File: config.mk
export PLATFORM = sky130hd
export DESIGN_NAME = mem_arbiter
export DESIGN_NICKNAME = d
export VERILOG_FILES = /design/src/rtl/mem_arbiter.sv
export SDC_FILE = /design/constraint.sdc
export NUM_CORES = 1
export LEC_CHECK = 0
export CORE_MARGIN = 2
export CORE_UTILIZATION = 34
export DETAILED_ROUTE_END_ITERATION = 12
export PLACE_DENSITY_LB_ADDON = 0.3
export SETUP_SLACK_MARGIN = 0.15
export SLEW_MARGIN = 20
export SYNTH_ARGS = -nofsm -noshare
export SYNTH_HDL_FRONTEND = slang
export SYNTH_SLANG_ARGS = --single-unit
File: constraint.sdc
create_clock -name clock -period 4.7 [get_ports clock]
set_input_delay 0.705 -clock clock [delete_from_list [all_inputs] [get_ports clock]]
set_output_delay 0.705 -clock clock [all_outputs]
set_load 0.01 [all_outputs]
File: src/rtl/mem_arbiter.sv
// Two-port round-robin arbiter sharing one external memory port between the
// instruction cache and the data cache. One transaction is in flight at a
// time: IDLE selects an owner and latches its request, BUSY waits for the
// memory (guarded by a watchdog), and RESP pulses the owner's ready.
module mem_arbiter #(
    parameter int ADDR_W  = 12,
    parameter int DATA_W  = 32,
    parameter int TIMEOUT = 255
) (
    input  logic              clock,
    input  logic              reset,
    input  logic              i_strobe,
    input  logic              i_rw,
    input  logic [31:0]       i_address,
    input  logic [DATA_W-1:0] i_data_in,
    output logic [DATA_W-1:0] i_data_out,
    output logic              i_ready,
    input  logic              d_strobe,
    input  logic              d_rw,
    input  logic [31:0]       d_address,
    input  logic [DATA_W-1:0] d_data_in,
    output logic [DATA_W-1:0] d_data_out,
    output logic              d_ready,
    output logic              mem_enable,
    output logic              mem_read,
    output logic              mem_write,
    output logic [ADDR_W-1:0] mem_address,
    output logic [DATA_W-1:0] mem_in,
    input  logic [DATA_W-1:0] mem_out,
    input  logic              mem_ready,
    output logic              grant_d,
    output logic              busy,
    output logic              timeout_error
);

    localparam logic [1:0] IDLE = 2'd0;
    localparam logic [1:0] BUSY = 2'd1;
    localparam logic [1:0] RESP = 2'd2;

    localparam logic [7:0] TIMEOUT_CNT = 8'(TIMEOUT);

    logic [1:0]        state;
    logic              rw_q;
    logic [7:0]        count;
    logic [DATA_W-1:0] resp_data;
    logic              pick_d;

    // Only the low ADDR_W address bits reach the memory bus.
    logic unused_addr_bits;
    assign unused_addr_bits = ^{i_address[31:ADDR_W], d_address[31:ADDR_W]};

    // D wins when it is the only requester, or on a tie when I owned the bus last.
    always_comb begin
        pick_d = d_strobe & (~i_strobe | ~grant_d);
    end

    // Sequence one transaction at a time: select and latch, wait for memory, respond.
    always_ff @(posedge clock or posedge reset) begin
        if (reset) begin
            state         <= IDLE;
            grant_d       <= 1'b0;
            rw_q          <= 1'b0;
            mem_address   <= '0;
            mem_in        <= '0;
            count         <= 8'd0;
            resp_data     <= '0;
            timeout_error <= 1'b0;
        end else begin
            case (state)
                IDLE: begin
                    if (i_strobe || d_strobe) begin
                        grant_d     <= pick_d;
                        rw_q        <= pick_d ? d_rw : i_rw;
                        mem_address <= pick_d ? d_address[ADDR_W-1:0] : i_address[ADDR_W-1:0];
                        mem_in      <= pick_d ? d_data_in : i_data_in;
                        count       <= 8'd0;
                        state       <= BUSY;
                    end
                end
                BUSY: begin
                    if (mem_ready) begin
                        resp_data <= rw_q ? mem_out : '0;
                        state     <= RESP;
                    end else if (count == TIMEOUT_CNT) begin
                        resp_data     <= '0;
                        timeout_error <= 1'b1;
                        state         <= RESP;
                    end else begin
                        count <= count + 8'd1;
                    end
                end
                RESP: begin
                    state <= IDLE;
                end
                default: begin
                    state <= IDLE;
                end
            endcase
        end
    end

    // Outputs decode straight from registered state, so no input reaches an output combinationally.
    always_comb begin
        busy       = (state != IDLE);
        mem_enable = (state == BUSY);
        mem_read   = mem_enable & rw_q;
        mem_write  = mem_enable & ~rw_q;
        i_ready    = (state == RESP) & ~grant_d;
        d_ready    = (state == RESP) & grant_d;
        i_data_out = i_ready ? resp_data : '0;
        d_data_out = d_ready ? resp_data : '0;
    end

endmodule

==> images/met1.png <==
Cells faint in the background.
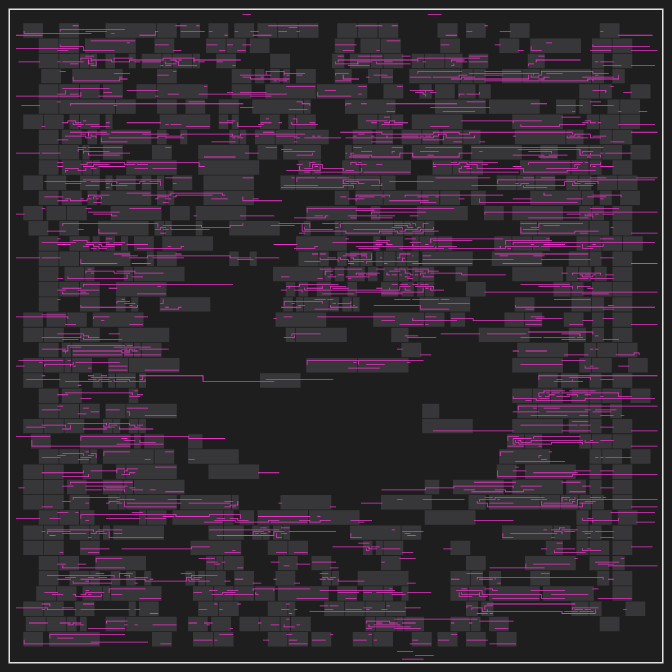
The layer holds 40% of the routed length. The layer carries 4,860 um of wire. The wires run mostly horizontal. The longest straight run is 30.8 um. 643 nets have wire on it.

==> images/met2.png <==
Bar = 20 um.
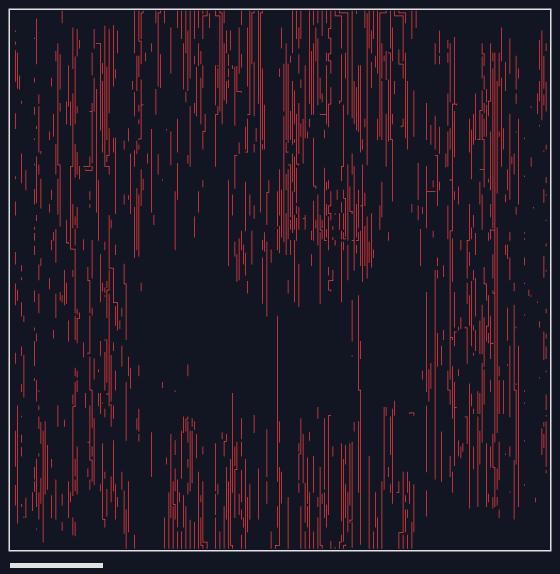
643 nets have wire on it. The longest straight run is 84.0 um.

==> images/met3.png <==
Bar = 20 um.
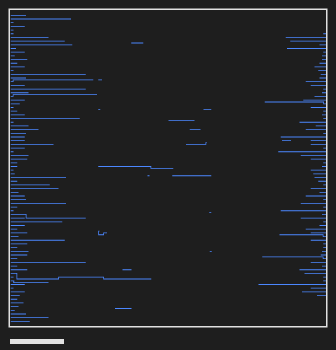
162 nets have wire on it. The layer carries 1,190 um of wire.

==> images/met4.png <==
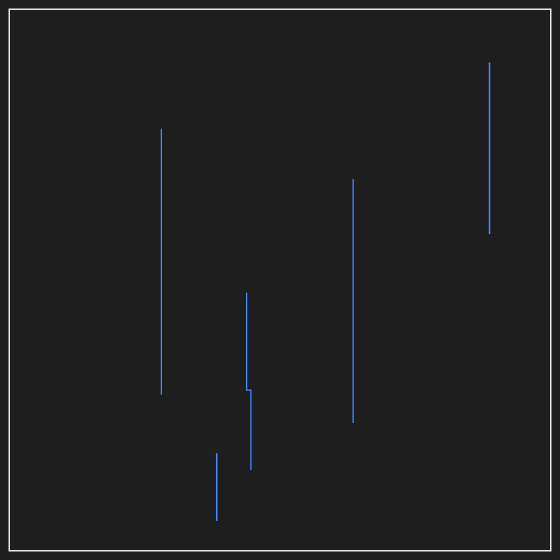
The layer holds 1.7% of the routed length. The layer carries 200 um of wire. The wires run mostly vertical. The longest straight run is 57.1 um.

==> qor.yml <==
status: "complete, no violations"
grt_pass1_vias: 3757
grt_usage: 0.176
antenna_left: 0
finalSetupTns_ns: 0
firstDrtPassIters: 4
synthTopCellsByCount: "89 x dfrtp_1, 65 x and2_1, 49 x nand2_1, 49 x o21ai_0, 45 x mux2i_1"
async_flop_share: 1.00
cap_viol_max_count: 0
maxSlewViolCount: 0
die.size.y_um: 117
powerDensity_nw_per_um2: 502
slowest_delay_ns: 0.56
worstSetupPathType: "flop to primary output"
crit_chain: "and3b_2, and2_1, clkdlybuf4s50_1"
cellLeakagePower_nw: 3.08
most_common_cell: "dfrtp_1"
final_layout_size_suffix_gt1_frac: 0.0542
fin_util: 0.575
io_pins: 283
hold_path_class: "flop to flop"
yosysChipArea_um2: 4310
ys_cells: 409
syn_area_per_cell_um2: 10.5
wl_met2_um: 5770
hold_violations: 0
rows: 41
fin_crit_sh: 0.604
ctsResizeCount: 0
synth_area_leader_cell: "dfrtp_1"
die_x_um: 117
wl_met1_um: 4860
wirelength_um: 12000
warnings: 66
enable_flop_cells: 0
syn_inst: 409
path_buffers: 1
clock_skew_ns: 0.00694
numCtsBuffers: 9
ir_worst_vdd_uv: 243
first_iter_violations: 201
grt_first_pass_wirelength_um: 18800
crit_path_top_delay_cell: "and3b_2"
critical-path-top-delay-family: "simple AND/OR/NAND/NOR gates"
portBuffers: 242
tightest_slew_ns: 0.936
cts.clk_slew.worst_paths_ns: 0.06
syn_area_um2: 4310
cp_data_arrival_time_ns: 2.13
post_cts_buffers: 0
worstPathMaxFanout: 33
grt_start_max_net_pins: 59
overflow: 0
floorplan.nets: 577
post_drt_wl_per_cell_um: 14.7
vias_per_cell: 4.68
r2r_start: "count[0]"
place_hpwl_um: 9300
cts_buffer_depth: 2
top_area_frac: 0.517
fillers: 1141
core_region_area_um2: 12500
crit_required_ns: 3.99
nNetsFinal: 809
area_growth_pct: 67.2
hold_buffers: 0
crit_path_end_kind: "primary output"
drc: 0
flop_cell: "dfrtp_1"
topCellsByArea: "dfrtp_1 52%, mux2i_1 10%, and2_1 9.4%, a22o_1 6.7%, o21ai_0 5.7%"
fmax_ghz: 0.352
synth.distinct_cells: 34
vias: 3830
cts_tree: "yes"
antenna_found_initial: 0
period_minus_slack_ns: 2.84
root_buffer: "clkbuf_16"
==> area by class of cell <==
class	count	area, um^2	area share
Clock buffer	10	229	0.0318
Clock inverter	6	91.3	0.0127
Timing Repair Buffer	249	2510	0.348
Inverter	7	32.5	0.00452
Sequential cell	89	2230	0.309
Multi-Input combinational cell	285	1900	0.264
Tap cell	172	215	0.0299
==> metal layers <==
metal,GRT usage,vias up
li1,-,1881
met1,0.207,1759
met2,0.301,176
met3,0.0586,14
met4,0.0667,0
met5,0,-
==> worst reg2reg max path: cells and delay by family, from the launching register on <==
| kind | cells | cell delay [ns] |
|---|---|---|
| AND-OR/OR-AND | 2 | 0.70 |
| flip-flops | 1 | 0.40 |
| buffers and inverters | 1 | 0.37 |
| AND/OR/NAND/NOR | 2 | 0.35 |
| adder cells (fa/ha/maj) | 1 | 0.24 |
==> sequential cells by signal, indices dropped and copies added (netlist names) <==
name	cells
mem_in	32
grant_d	1
rw_q	1
count	8
resp_data	32
mem_address	12
timeout_error	1
state	2
==> placed cells by master, fill, tap and decap left out, types with 9 or more instances in the layout <==
cell type,n
a22o_1,33
and2_1,65
clkbuf_16,9
clkdlybuf4s50_1,242
dfrtp_1,89
mux2i_1,45
nand2_1,49
nand3_1,11
o21ai_0,49
==> worst paths after layout <==
check	depth (start not counted)	end	slack [ns]
worst min-delay path	1	timeout_error	0.46
max in group asynchronous	3	mem_in[14]	2.85
worst min register to register	1	timeout_error	0.46
min in group asynchronous	2	resp_data[26]	0.85
worst max-delay path	3	d_data_out[9]	1.86
worst max register to register	6	resp_data[23]	2.58
==> cells by family after synthesis <==
logic type | synth area share
AND/OR/NAND/NOR | 0.178
adder cells (fa/ha/maj) | 0.00290
buffers and inverters | 0.0476
AND-OR/OR-AND | 0.150
multiplexers | 0.105
flip-flops | 0.517
==> per-stage QoR <==
stage | cell area, um^2 | power, mW | cells | hold WS [ns] | setup WS, ns
finish | 7200 | 3.62 | 818 | 0.462 | 1.86
global route | 7200 | 3.88 | 818 | 0.473 | 1.75
CTS | 7170 | 3.65 | 817 | 0.465 | 1.85
detailed placement | 6850 | 2.87 | 801 | 0.450 | 1.58
global placement | 6850 | 2.82 | 801 | 0.450 | 1.67
floorplan | 4310 | 2.08 | 409 | 0.477 | 1.69
==> power by group <==
part           switching (mW)  internal (mW)  total [mW]
registers               0.241           1.12        1.36
logic                   0.678          0.812        1.49
clock network           0.301          0.468       0.768
total                    1.22           2.40        3.62
Power figures rest on the tool's default switching activity, not on a simulated workload.
